## src/rtl/wb_pkg.sv

```systemverilog
// Shared types and constants for the register write-back queue.
package wb_pkg;

    localparam int unsigned REG_ADDR_W     = 3;
    localparam int unsigned DATA_W         = 16;
    localparam int unsigned NUM_REGS       = 1 << REG_ADDR_W;
    localparam int unsigned FLAGS_ADDR_DEF = 7;

    typedef struct packed {
        logic [REG_ADDR_W-1:0] addr;
        logic [DATA_W-1:0]     data;
        logic [DATA_W-1:0]     flags;
        logic                  upd;
    } wb_entry_t;

endpackage

```

## src/rtl/wb_fifo.sv

```systemverilog
// Circular entry store for reg_writeback; extra ports under REG_WRITEBACK_FWD_EN
// expose the contents for the forwarding lookup.
module wb_fifo
    import wb_pkg::*;
#(
    parameter int unsigned DEPTH = 4
) (
    input  logic      Clk,
    input  logic      Reset_n,
    input  logic      push_i,
    input  wb_entry_t din_i,
    input  logic      pop_i,
    output wb_entry_t head_o,
    output logic      full_o,
    output logic      empty_o
`ifdef REG_WRITEBACK_FWD_EN
    ,
    output logic [$clog2(DEPTH)-1:0]   rptr_o,
    output logic [$clog2(DEPTH+1)-1:0] count_o,
    output wb_entry_t [DEPTH-1:0]      mem_o
`endif
);

    localparam int unsigned PW = $clog2(DEPTH);
    localparam int unsigned CW = $clog2(DEPTH + 1);

    wb_entry_t [DEPTH-1:0] mem_q;
    logic [PW-1:0] wptr_q, wptr_d;
    logic [PW-1:0] rptr_q, rptr_d;
    logic [CW-1:0] cnt_q, cnt_d;
    logic          do_push, do_pop;

    assign full_o  = (cnt_q == CW'(DEPTH));
    assign empty_o = (cnt_q == '0);
    assign do_push = push_i && !full_o;
    assign do_pop  = pop_i && !empty_o;
    assign head_o  = mem_q[rptr_q];

    // Power-of-two depth lets the pointers wrap by plain overflow.
    always_comb begin
        wptr_d = wptr_q;
        rptr_d = rptr_q;
        cnt_d  = cnt_q;
        if (do_push) wptr_d = wptr_q + PW'(1);
        if (do_pop)  rptr_d = rptr_q + PW'(1);
        if (do_push && !do_pop) cnt_d = cnt_q + CW'(1);
        if (!do_push && do_pop) cnt_d = cnt_q - CW'(1);
    end

    always_ff @(posedge Clk) begin
        if (!Reset_n) begin
            wptr_q <= '0;
            rptr_q <= '0;
            cnt_q  <= '0;
        end else begin
            wptr_q <= wptr_d;
            rptr_q <= rptr_d;
            cnt_q  <= cnt_d;
        end
    end

    always_ff @(posedge Clk) begin
        if (do_push) mem_q[wptr_q] <= din_i;
    end

`ifdef REG_WRITEBACK_FWD_EN
    assign rptr_o  = rptr_q;
    assign count_o = cnt_q;
    assign mem_o   = mem_q;
`endif

endmodule

```

## src/rtl/reg_writeback.sv

```systemverilog
// Register write-back queue: ALU/load arbitration, busy tracking and,
// with REG_WRITEBACK_FWD_EN defined, youngest-entry forwarding.
module reg_writeback
    import wb_pkg::*;
#(
    parameter int unsigned DEPTH      = 4,
    parameter int unsigned FLAGS_ADDR = FLAGS_ADDR_DEF
) (
    input  logic                  Clk,
    input  logic                  Reset_n,
    input  logic                  AluValid,
    output logic                  AluReady,
    input  logic [REG_ADDR_W-1:0] AluAddr,
    input  logic [DATA_W-1:0]     AluData,
    input  logic [DATA_W-1:0]     AluFlags,
    input  logic                  AluUpdFlags,
    input  logic                  MemValid,
    output logic                  MemReady,
    input  logic [REG_ADDR_W-1:0] MemAddr,
    input  logic [DATA_W-1:0]     MemData,
    output logic                  WrEn,
    output logic [REG_ADDR_W-1:0] WrAddr,
    output logic [DATA_W-1:0]     WrData,
    output logic [DATA_W-1:0]     WrFlags,
    output logic                  WrUpdFlags,
    output logic [NUM_REGS-1:0]   Busy,
    input  logic [REG_ADDR_W-1:0] QueryAddr,
    output logic                  FwdHit,
    output logic [DATA_W-1:0]     FwdData
);

    localparam int unsigned CW = $clog2(DEPTH + 1);
    localparam logic [REG_ADDR_W-1:0] FA = REG_ADDR_W'(FLAGS_ADDR);

    wb_entry_t     push_e, head_e;
    logic          full, empty;
    logic          push, pop;
    logic [CW-1:0] cnt_q [NUM_REGS];
    logic [CW-1:0] cnt_d [NUM_REGS];
    logic [CW-1:0] flg_q, flg_d;

    // Loads win arbitration; ALU only sees ready when no load is offered.
    assign MemReady = !full;
    assign AluReady = !full && !MemValid;
    assign push     = (MemValid && MemReady) || (AluValid && AluReady);
    assign pop      = !empty;

    always_comb begin
        push_e = '{addr: AluAddr, data: AluData,
                   flags: AluFlags, upd: AluUpdFlags};
        if (MemValid) begin
            push_e = '{addr: MemAddr, data: MemData,
                       flags: '0, upd: 1'b0};
        end
    end

`ifdef REG_WRITEBACK_FWD_EN
    localparam int unsigned PW = $clog2(DEPTH);

    logic [PW-1:0]         rptr;
    logic [CW-1:0]         count;
    wb_entry_t [DEPTH-1:0] ents;

    wb_fifo #(.DEPTH(DEPTH)) u_fifo (
        .Clk     (Clk),
        .Reset_n (Reset_n),
        .push_i  (push),
        .din_i   (push_e),
        .pop_i   (pop),
        .head_o  (head_e),
        .full_o  (full),
        .empty_o (empty),
        .rptr_o  (rptr),
        .count_o (count),
        .mem_o   (ents)
    );

    // Walk oldest to youngest so the youngest match wins.
    always_comb begin
        logic [PW-1:0] idx;
        idx     = '0;
        FwdHit  = 1'b0;
        FwdData = '0;
        for (int i = 0; i < int'(DEPTH); i++) begin
            idx = rptr + PW'(i);
            if (i < int'(count)) begin
                if (QueryAddr == FA && ents[idx].upd) begin
                    FwdHit  = 1'b1;
                    FwdData = ents[idx].flags;
                end else if (ents[idx].addr == QueryAddr) begin
                    FwdHit  = 1'b1;
                    FwdData = ents[idx].data;
                end
            end
        end
    end
`else
    logic unused_query;

    wb_fifo #(.DEPTH(DEPTH)) u_fifo (
        .Clk     (Clk),
        .Reset_n (Reset_n),
        .push_i  (push),
        .din_i   (push_e),
        .pop_i   (pop),
        .head_o  (head_e),
        .full_o  (full),
        .empty_o (empty)
    );

    assign unused_query = ^QueryAddr;
    assign FwdHit       = 1'b0;
    assign FwdData      = '0;
`endif

    assign WrEn       = !empty;
    assign WrAddr     = head_e.addr;
    assign WrData     = head_e.data;
    assign WrFlags    = head_e.flags;
    assign WrUpdFlags = !empty && head_e.upd;

    always_comb begin
        flg_d = flg_q;
        for (int i = 0; i < int'(NUM_REGS); i++) begin
            cnt_d[i] = cnt_q[i];
            if (push && push_e.addr == REG_ADDR_W'(i))
                cnt_d[i] = cnt_d[i] + CW'(1);
            if (pop && head_e.addr == REG_ADDR_W'(i))
                cnt_d[i] = cnt_d[i] - CW'(1);
        end
        if (push && push_e.upd) flg_d = flg_d + CW'(1);
        if (pop && head_e.upd)  flg_d = flg_d - CW'(1);
    end

    always_ff @(posedge Clk) begin
        if (!Reset_n) begin
            cnt_q <= '{default: '0};
            flg_q <= '0;
        end else begin
            cnt_q <= cnt_d;
            flg_q <= flg_d;
        end
    end

    always_comb begin
        for (int i = 0; i < int'(NUM_REGS); i++) begin
            Busy[i] = (cnt_q[i] != '0);
        end
        Busy[FA] = Busy[FA] | (flg_q != '0);
    end

endmodule

```

## config.mk

```make
export PLATFORM = sky130hd
export DESIGN_NAME = reg_writeback
export DESIGN_NICKNAME = d
export VERILOG_FILES = /design/src/rtl/wb_pkg.sv /design/src/rtl/wb_fifo.sv /design/src/rtl/reg_writeback.sv
export SDC_FILE = /design/constraint.sdc
export NUM_CORES = 1
export LEC_CHECK = 0
export ABC_AREA = 1
export CORE_ASPECT_RATIO = 0.7
export CORE_UTILIZATION = 40
export DETAILED_ROUTE_END_ITERATION = 10
export GPL_TIMING_DRIVEN = 0
export SLEW_MARGIN = 20
export SYNTH_ARGS = -nofsm -noshare
export SYNTH_HDL_FRONTEND = slang
export SYNTH_SLANG_ARGS = --single-unit
```

## constraint.sdc

```tcl
create_clock -name Clk -period 5.8 [get_ports Clk]
set_input_delay 0.87 -clock Clk [delete_from_list [all_inputs] [get_ports Clk]]
set_output_delay 0.87 -clock Clk [all_outputs]
set_load 0.005 [all_outputs]
```

==> impl_metrics.tcl <==
# metrics dict for downstream scripts
set metrics [dict create \
    leakage_uw 0.00445 \
    synth_warnings 0 \
    syn_to_final_growth_pct 25.2 \
    cts_sinks 178 \
    dp_cells 1310 \
    grt_pass1_wl_mm 31.1 \
    async_reset_ff_share_pct 0 \
    crit_path_end_kind "output port" \
    crit_required_ns 4.93 \
    r2r_setup_slack_ns 3.63 \
    final.setup_skew_ns 0.00786 \
    drc 0 \
    p_clk_share_pct 21.9 \
    postCtsHoldBufs 0 \
    drv_cap 0 \
    crit_top_cell "clkdlybuf4s50_1" \
    ir_drop_v 0.000282 \
    grt_max_degree 22 \
    die_w_um 178 \
    final_area_um2 10900 \
    p_per_area_nw_per_um2 482 \
    rows 44 \
    cts_tree "built" \
    critPathLaunch "MemValid" \
    cp-endpoint "AluReady" \
    clkLatencyLatePin_ns 0.43 \
    ys_area_um2 8670 \
    warnings 41 \
    routabilityCongestion 0.824 \
    ff_type "edfxtp_1" \
    rsz0062_at_grt "no" \
    post_synth.cell_area_avg_um2 9.54 \
    drive_gt1_share_pct 11.4 \
    synth-edff-count 144 \
    die_h_um 125 \
    cts_htree_levels 4 \
    fmax_mhz 276 \
    r2r_cells 9 \
    min_period_ns 3.62 \
    outcome "finished clean" \
    maxSlewHeadroom_pct 52.7 \
    diodes 0 \
    final_max_slew_viol_count 0 \
    postSynthSeqShare_pct 57.7 \
    p_comb_share_pct 43.6 \
    coreArea_um2 21000 \
    antenna_found_initial 0 \
    crit_fanout 10 \
    post_drt_via_cell_ratio 4.67 \
    path_cells "clkdlybuf4s50_1 > buf_6 > clkbuf_1 > nor2_1 > clkdlybuf4s50_1" \
    first_global_vias 5896 \
    cts_root_buffer "clkbuf_16" \
    max_stage_delay_ns 0.55 \
    min_path_cells 1 \
    rr_startpoint "u_fifo.cnt_q[0]" \
    io_pins 126 \
    r2r-end "u_fifo.cnt_q[2]" \
    holdPathEnd "u_fifo.cnt_q[2]" \
    hpwl_mm 13.7 \
    crit_slowest_cell "clkbuf_1" \
    floorplan.core_util_pct 41.3 \
    cts_setup_buffers 0 \
    wl_per_cell_um 14.4 \
    cp-start-kind "input pin" \
    critPathArrivalTime_ns 2.75 \
    hold_path.class "flip-flop to flip-flop" \
]
==> synthesized netlist by cell type, types with 2 or more instances <==
cell type | count | area, um2
nor3_1 | 2 | 10.0
clkbuf_1 | 24 | 90.1
nand2_4 | 7 | 78.8
nand3_1 | 31 | 155
nand2_1 | 183 | 687
dfxtp_1 | 34 | 681
o22ai_1 | 32 | 200
nor2_4 | 7 | 78.8
nor2_2 | 11 | 68.8
inv_1 | 87 | 327
and2_4 | 5 | 43.8
inv_2 | 9 | 33.8
edfxtp_1 | 144 | 4320
ha_1 | 31 | 388
buf_6 | 4 | 45.0
and2_1 | 3 | 18.8
xor2_1 | 8 | 70.1
a21oi_1 | 13 | 65.1
nand2_2 | 13 | 81.3
nor2_1 | 148 | 556
o21ai_0 | 79 | 395
buf_4 | 18 | 135
buf_2 | 4 | 20.0
xnor2_1 | 2 | 17.5
==> area by class of cell <==
class / count / area [um2]
repair buffers: 109 / 1150
clock buffers: 18 / 429
clock inverters: 14 / 168
flip-flops and latches: 178 / 5000
inverters: 97 / 367
well taps: 276 / 345
plain buffers: 51 / 294
multi-input cells: 599 / 3090
fillers: 1899 / 10100
==> cells by family after synthesis <==
kind of cell	after synthesis	synth area share, %
simple gates	414	21.1
flops	178	57.7
buf+inv	148	7.62
compound gates	126	7.76
fa+ha+maj	32	4.70
xor+xnor	10	1.01
other cells	1	0.0433
==> layout by cell type (no fill, tap or decap), types with 18 or more instances in the layout <==
cell type and count:
clkdlybuf4s50_1 105, inv_1 87, o21ai_0 79, edfxtp_1 144, nand3_1 31, o22ai_1 32, buf_4 18, nor2_1 144
nand2_1 183, clkbuf_1 25, ha_1 31, dfxtp_1 34
==> power groups by stage <==
stage | logic [uW] | clock network, uW | registers [uW]
2_1_floorplan | 1260 | 0 | 1820
3_3_place_gp | 2230 | 0 | 1860
3_5_place_dp | 2300 | 0 | 1840
4_1_cts | 2320 | 1160 | 1810
5_1_grt | 2560 | 1220 | 1840
6_report | 2280 | 1140 | 1810
==> state kept, by name, indices dropped and copies added (netlist names) <==
register,count
u_fifo.rptr_q,2
cnt_q,24
flg_q,3
u_fifo.wptr_q,2
u_fifo.cnt_q,3
u_fifo.mem_q,144
==> metal layers <==
| metal | vias up | wire length [um] | track usage, % |
|---|---|---|---|
| li1 | 3255 | - | - |
| met1 | 2834 | 9610 | 26.2 |
| met2 | 170 | 8560 | 27.9 |
| met3 | 9 | 1080 | 4.59 |
| met4 | 0 | 104 | 3.97 |
| met5 | - | 0 | 0 |
==> stage by stage <==
step	setup WS (ns)	util, %
after floorplan	2.58	-
final	2.18	51.8
after global placement	0.620	48.3
after detailed placement	2.19	48.9
after CTS	2.17	51.8
after global routing	2.08	51.8
==> worst max-delay path: cells and delay by family <==
kind	cells	cell delay, ns
AND/OR/NAND/NOR	1	0.12
buffers and inverters	4	1.76
**M2 wires**

Drawn at 3 px/um.
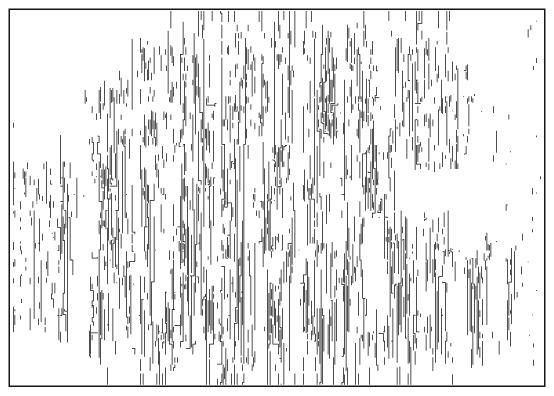
812 nets have wire on it. The wires run mostly vertical.
total vias in the final route: 6268
met2 Use GR: 27.9%
total wire length: 19.4 mm

**Signal wires on met3**

Drawn at 1.5 px/um. Cells faint in the background.
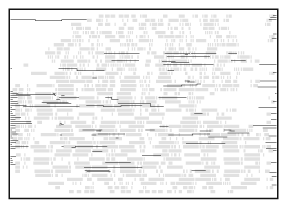
The wires run mostly horizontal. The layer holds 5.6% of the routed length. 100 nets have wire on it. The layer carries 1080 um of wire. The longest straight run is 38.6 um.
met3 usage in global routing: 4.59%

**Ports around the boundary**

Drawn at 3 px/um. Pins as bars across the die edge, other pins in grey.
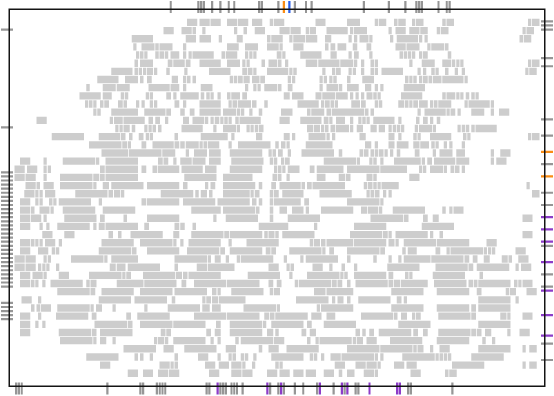
Orange shows WrAddr, pins 3, direction output, edge 2 right, 1 top. Blue shows WrEn, pins 1, direction output, edge top. Purple shows WrFlags, pins 16, direction output, edge 9 bottom, 7 right.

**Routing congestion map**

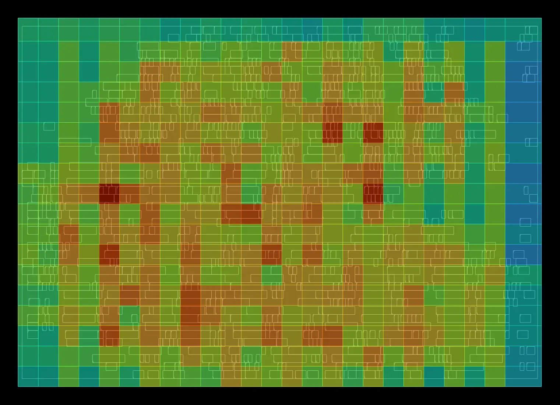
Most Crowded Layer GR: met2
gr usage total: 18.3%

Power figures rest on the tool's default switching activity, not on a simulated workload.
